--- config.mk ---
export PLATFORM = sky130hd
export DESIGN_NAME = thermo_serializer
export DESIGN_NICKNAME = d
export VERILOG_FILES = /design/src/rtl/thermo_serializer.sv
export SDC_FILE = /design/constraint.sdc
export NUM_CORES = 1
export LEC_CHECK = 0
export ABC_AREA = 1
export CAP_MARGIN = 40
export CORE_MARGIN = 3
export CORE_UTILIZATION = 39
export DETAILED_ROUTE_END_ITERATION = 6
export PLACE_DENSITY = 0.79
export SYNTH_ARGS = -nofsm -noshare
export SYNTH_HDL_FRONTEND = slang
export SYNTH_SLANG_ARGS = --single-unit
export TNS_END_PERCENT = 5
--- constraint.sdc ---
create_clock -name clk_i -period 1.65 [get_ports clk_i]
set_clock_uncertainty 0.15 [all_clocks]
set_input_delay 0.33 -clock clk_i [delete_from_list [all_inputs] [get_ports clk_i]]
set_output_delay 0.33 -clock clk_i [all_outputs]
set_load 0.02 [all_outputs]
--- src/rtl/thermo_serializer.sv ---
// thermo_serializer
// Turns a ones-count into a Width-bit serial thermometer frame, one bit per
// cycle: ones first, zeros after. Counts above Width are clamped to Width and
// flagged on sat_o for the whole frame.
//
// Ports:
//   clk_i        clock, rising edge
//   rst_ni       asynchronous active-low reset
//   cnt_i        requested ones-count (unsigned, CntWidth bits)
//   cnt_valid_i  cnt_i valid
//   cnt_ready_o  block is idle and can accept a count
//   bit_o        current serial bit
//   bit_valid_o  bit_o valid (frame in progress)
//   bit_ready_i  downstream accepts bit_o
//   bit_last_o   current bit is frame position Width-1
//   sat_o        current frame was clamped (cnt_i > Width)
module thermo_serializer #(
  parameter int unsigned Width    = 8,
  parameter int unsigned CntWidth = 16
) (
  input  logic                clk_i,
  input  logic                rst_ni,
  input  logic [CntWidth-1:0] cnt_i,
  input  logic                cnt_valid_i,
  output logic                cnt_ready_o,
  output logic                bit_o,
  output logic                bit_valid_o,
  input  logic                bit_ready_i,
  output logic                bit_last_o,
  output logic                sat_o
);

  localparam int unsigned IdxW = (Width > 1) ? $clog2(Width) : 1;
  localparam int unsigned NW   = $clog2(Width + 1);
  // Saturation compare runs at least 32 bits wide so neither cnt_i nor Width
  // is truncated before the compare.
  localparam int unsigned CmpW = (CntWidth > 32) ? CntWidth : 32;
  localparam logic [IdxW-1:0] LastIdx = IdxW'(Width - 1);

  typedef enum logic {StIdle, StSend} state_e;

  state_e          state_q;
  logic [IdxW-1:0] idx_q;
  logic [NW-1:0]   n_q;

  logic            cnt_sat;
  logic [NW-1:0]   n_eff;
  logic [IdxW-1:0] idx_nxt;
  logic            bit_nxt;

  always_comb begin
    cnt_sat = CmpW'(cnt_i) > CmpW'(Width);
    n_eff   = cnt_sat ? NW'(Width) : NW'(cnt_i);
    idx_nxt = idx_q + IdxW'(1);
    bit_nxt = NW'(idx_nxt) < n_q;
  end

  // Outputs are registered alongside the state; on a stalled beat nothing is
  // assigned, so every output holds.
  always_ff @(posedge clk_i or negedge rst_ni) begin
    if (!rst_ni) begin
      state_q     <= StIdle;
      idx_q       <= '0;
      n_q         <= '0;
      bit_o       <= 1'b0;
      bit_valid_o <= 1'b0;
      bit_last_o  <= 1'b0;
      sat_o       <= 1'b0;
      cnt_ready_o <= 1'b1;
    end else begin
      unique case (state_q)
        StIdle: begin
          if (cnt_valid_i) begin
            state_q     <= StSend;
            idx_q       <= '0;
            n_q         <= n_eff;
            bit_o       <= (n_eff != '0);
            bit_valid_o <= 1'b1;
            bit_last_o  <= 1'b0; // Width >= 2, so index 0 is never last
            sat_o       <= cnt_sat;
            cnt_ready_o <= 1'b0;
          end
        end
        StSend: begin
          if (bit_ready_i) begin
            if (idx_q == LastIdx) begin
              state_q     <= StIdle;
              idx_q       <= '0;
              bit_o       <= 1'b0;
              bit_valid_o <= 1'b0;
              bit_last_o  <= 1'b0;
              sat_o       <= 1'b0;
              cnt_ready_o <= 1'b1;
            end else begin
              idx_q      <= idx_nxt;
              bit_o      <= bit_nxt;
              bit_last_o <= (idx_nxt == LastIdx);
            end
          end
        end
        default: begin
          state_q <= StIdle;
        end
      endcase
    end
  end

endmodule

Figure 1. Clock distribution.
Drawn at 12 px/um.
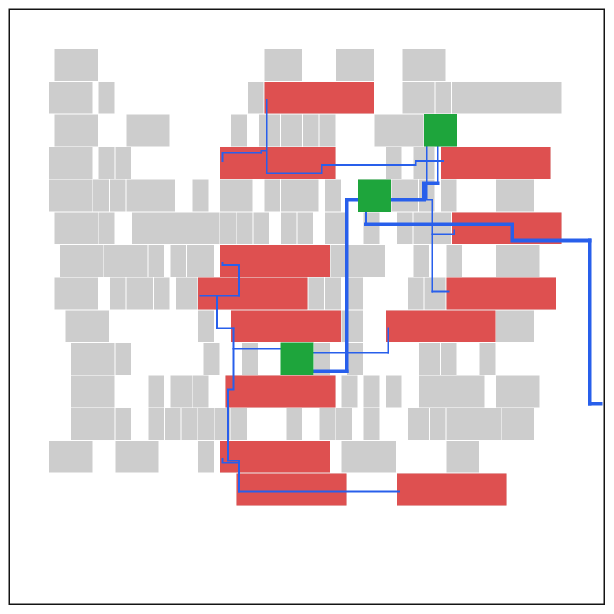
Key: clock wires = blue [length 171 um]; flip-flops = red [count 13]; cells driving clock nets = green [count 3]
There are 4 routed clock nets.

Figure 2. Routed metal, one color a layer.
Drawn at 12 px/um. Only two layers are drawn.
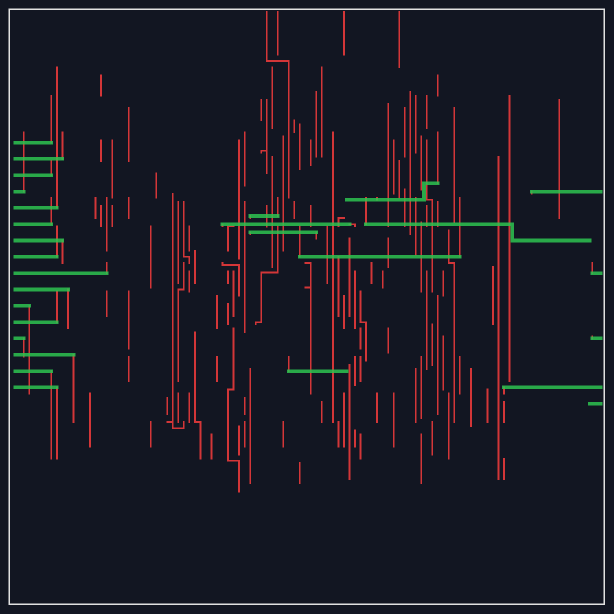
Key: met2 = red [wire length 715 um]; met3 = green [wire length 135 um]
total number of vias: 699
final routed wire length divided by cell count: 9.78 um
post-detailed-routing wire length: 1480 um

==> results.sh <==
# yosys + openroad results
export IMPL_area_share_combinational=0.342
export IMPL_fillerInstances=178
export IMPL_pin_count=25
export IMPL_cts_sink_count=13
export IMPL_status="complete, but fails checks"
export IMPL_slowest_delay_ps=410
export IMPL_violated_checks="negative setup slack"
export IMPL_drt_vias_per_instance=4.63
export IMPL_timing_final_ws_setup_ps=-25.1
export IMPL_syn_num_nets=120
export IMPL_timing_critical_path_to_type="register"
export IMPL_dp_cells=147
export IMPL_layout_clock_area_frac=0.0258
export IMPL_inv_count=16
export IMPL_enable_flop_cells=0
export IMPL_ff_latch_area_sq_um=327
export IMPL_finalCritPeriodShare=1.02
export IMPL_slowest_stage="sky130_fd_sc_hd__dfrtp_1"
export IMPL_root_cell_of_the_clock_tree="sky130_fd_sc_hd__clkbuf_4"
export IMPL_cts_tree="done"
export IMPL_finalSetupViolCount=1
export IMPL_post_cts_setup_buffer_count=0
export IMPL_yosys_reported_design_area_after_synthesis_sq_um=737
export IMPL_diodes=0
export IMPL_synthDominantAreaCellType="sky130_fd_sc_hd__dfrtp_1"
export IMPL_clock_fmax_mhz=597
export IMPL_final_design_area_no_fill_sq_um=1070
Figure 3. Floorplan with the power grid.
Drawn at 10 px/um. Pins as bars on the die edge.
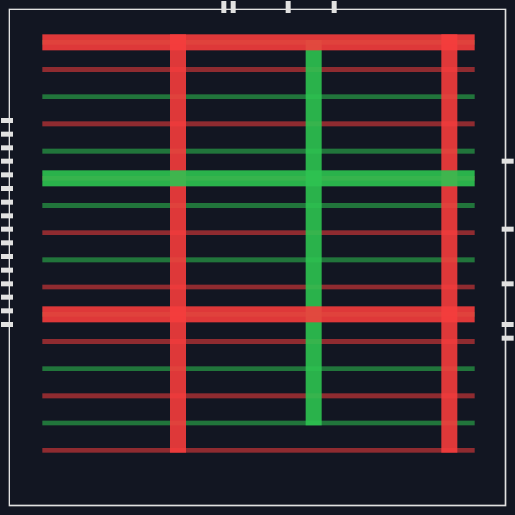
Key: VSS = red; VDD = green
16 met1 rails follow the rows. 25 signal pins sit on the boundary. The core has 15 rows. 3 straps on met4. 3 straps on met5.
chip height: 49.5 um
Core Region: 1760 sq um

Figure 4. Cell area per tile.
Drawn at 6 px/um. 10 x 10 tiles, from white (low) to dark blue (high), 0 to 100% covered.
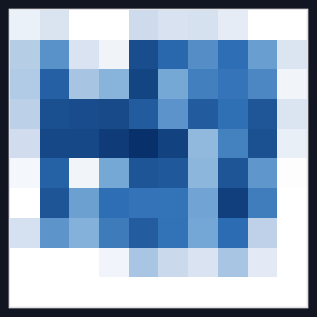
The densest ninth of the die: middle. The emptiest ninth of the die: bottom left. 22% of the tiles are nearly empty. The fullest tile reaches 100%. 26% of the tiles are over 75% full.

==> power breakdown <==
group	leakage, nW	total, mW	internal (mW)	switching, mW
combinational	0.377	0.635	0.300	0.335
clock	0.0177	0.197	0.0900	0.107
sequential	0.157	0.508	0.434	0.0747
==> sequential cells by signal (all words and copies together), names as in the netlist <==
name / flops
n_q: 4
idx_q: 3
bit_last_o: 1
bit_o: 1
bit_valid_o: 1
cnt_ready_o: 1
sat_o: 1
state_q: 1
==> timing repair <==
action                                  in CTS  in global routing
pin swaps                                    3                  0
hold endpoints to repair                     0                  0
hold buffers                                 0                  0
endpoints found under the setup margin       6                  1
gates resized                                5                  0
==> routing by layer <==
metal	up-vias	part of all wire	track usage
met5	-	0	0
met4	0	0.018	0.0691
met3	4	0.091	0.0423
met2	33	0.48	0.237
met1	308	0.41	0.154
li1	354	-	-
Power figures rest on the tool's default switching activity, not on a simulated workload.
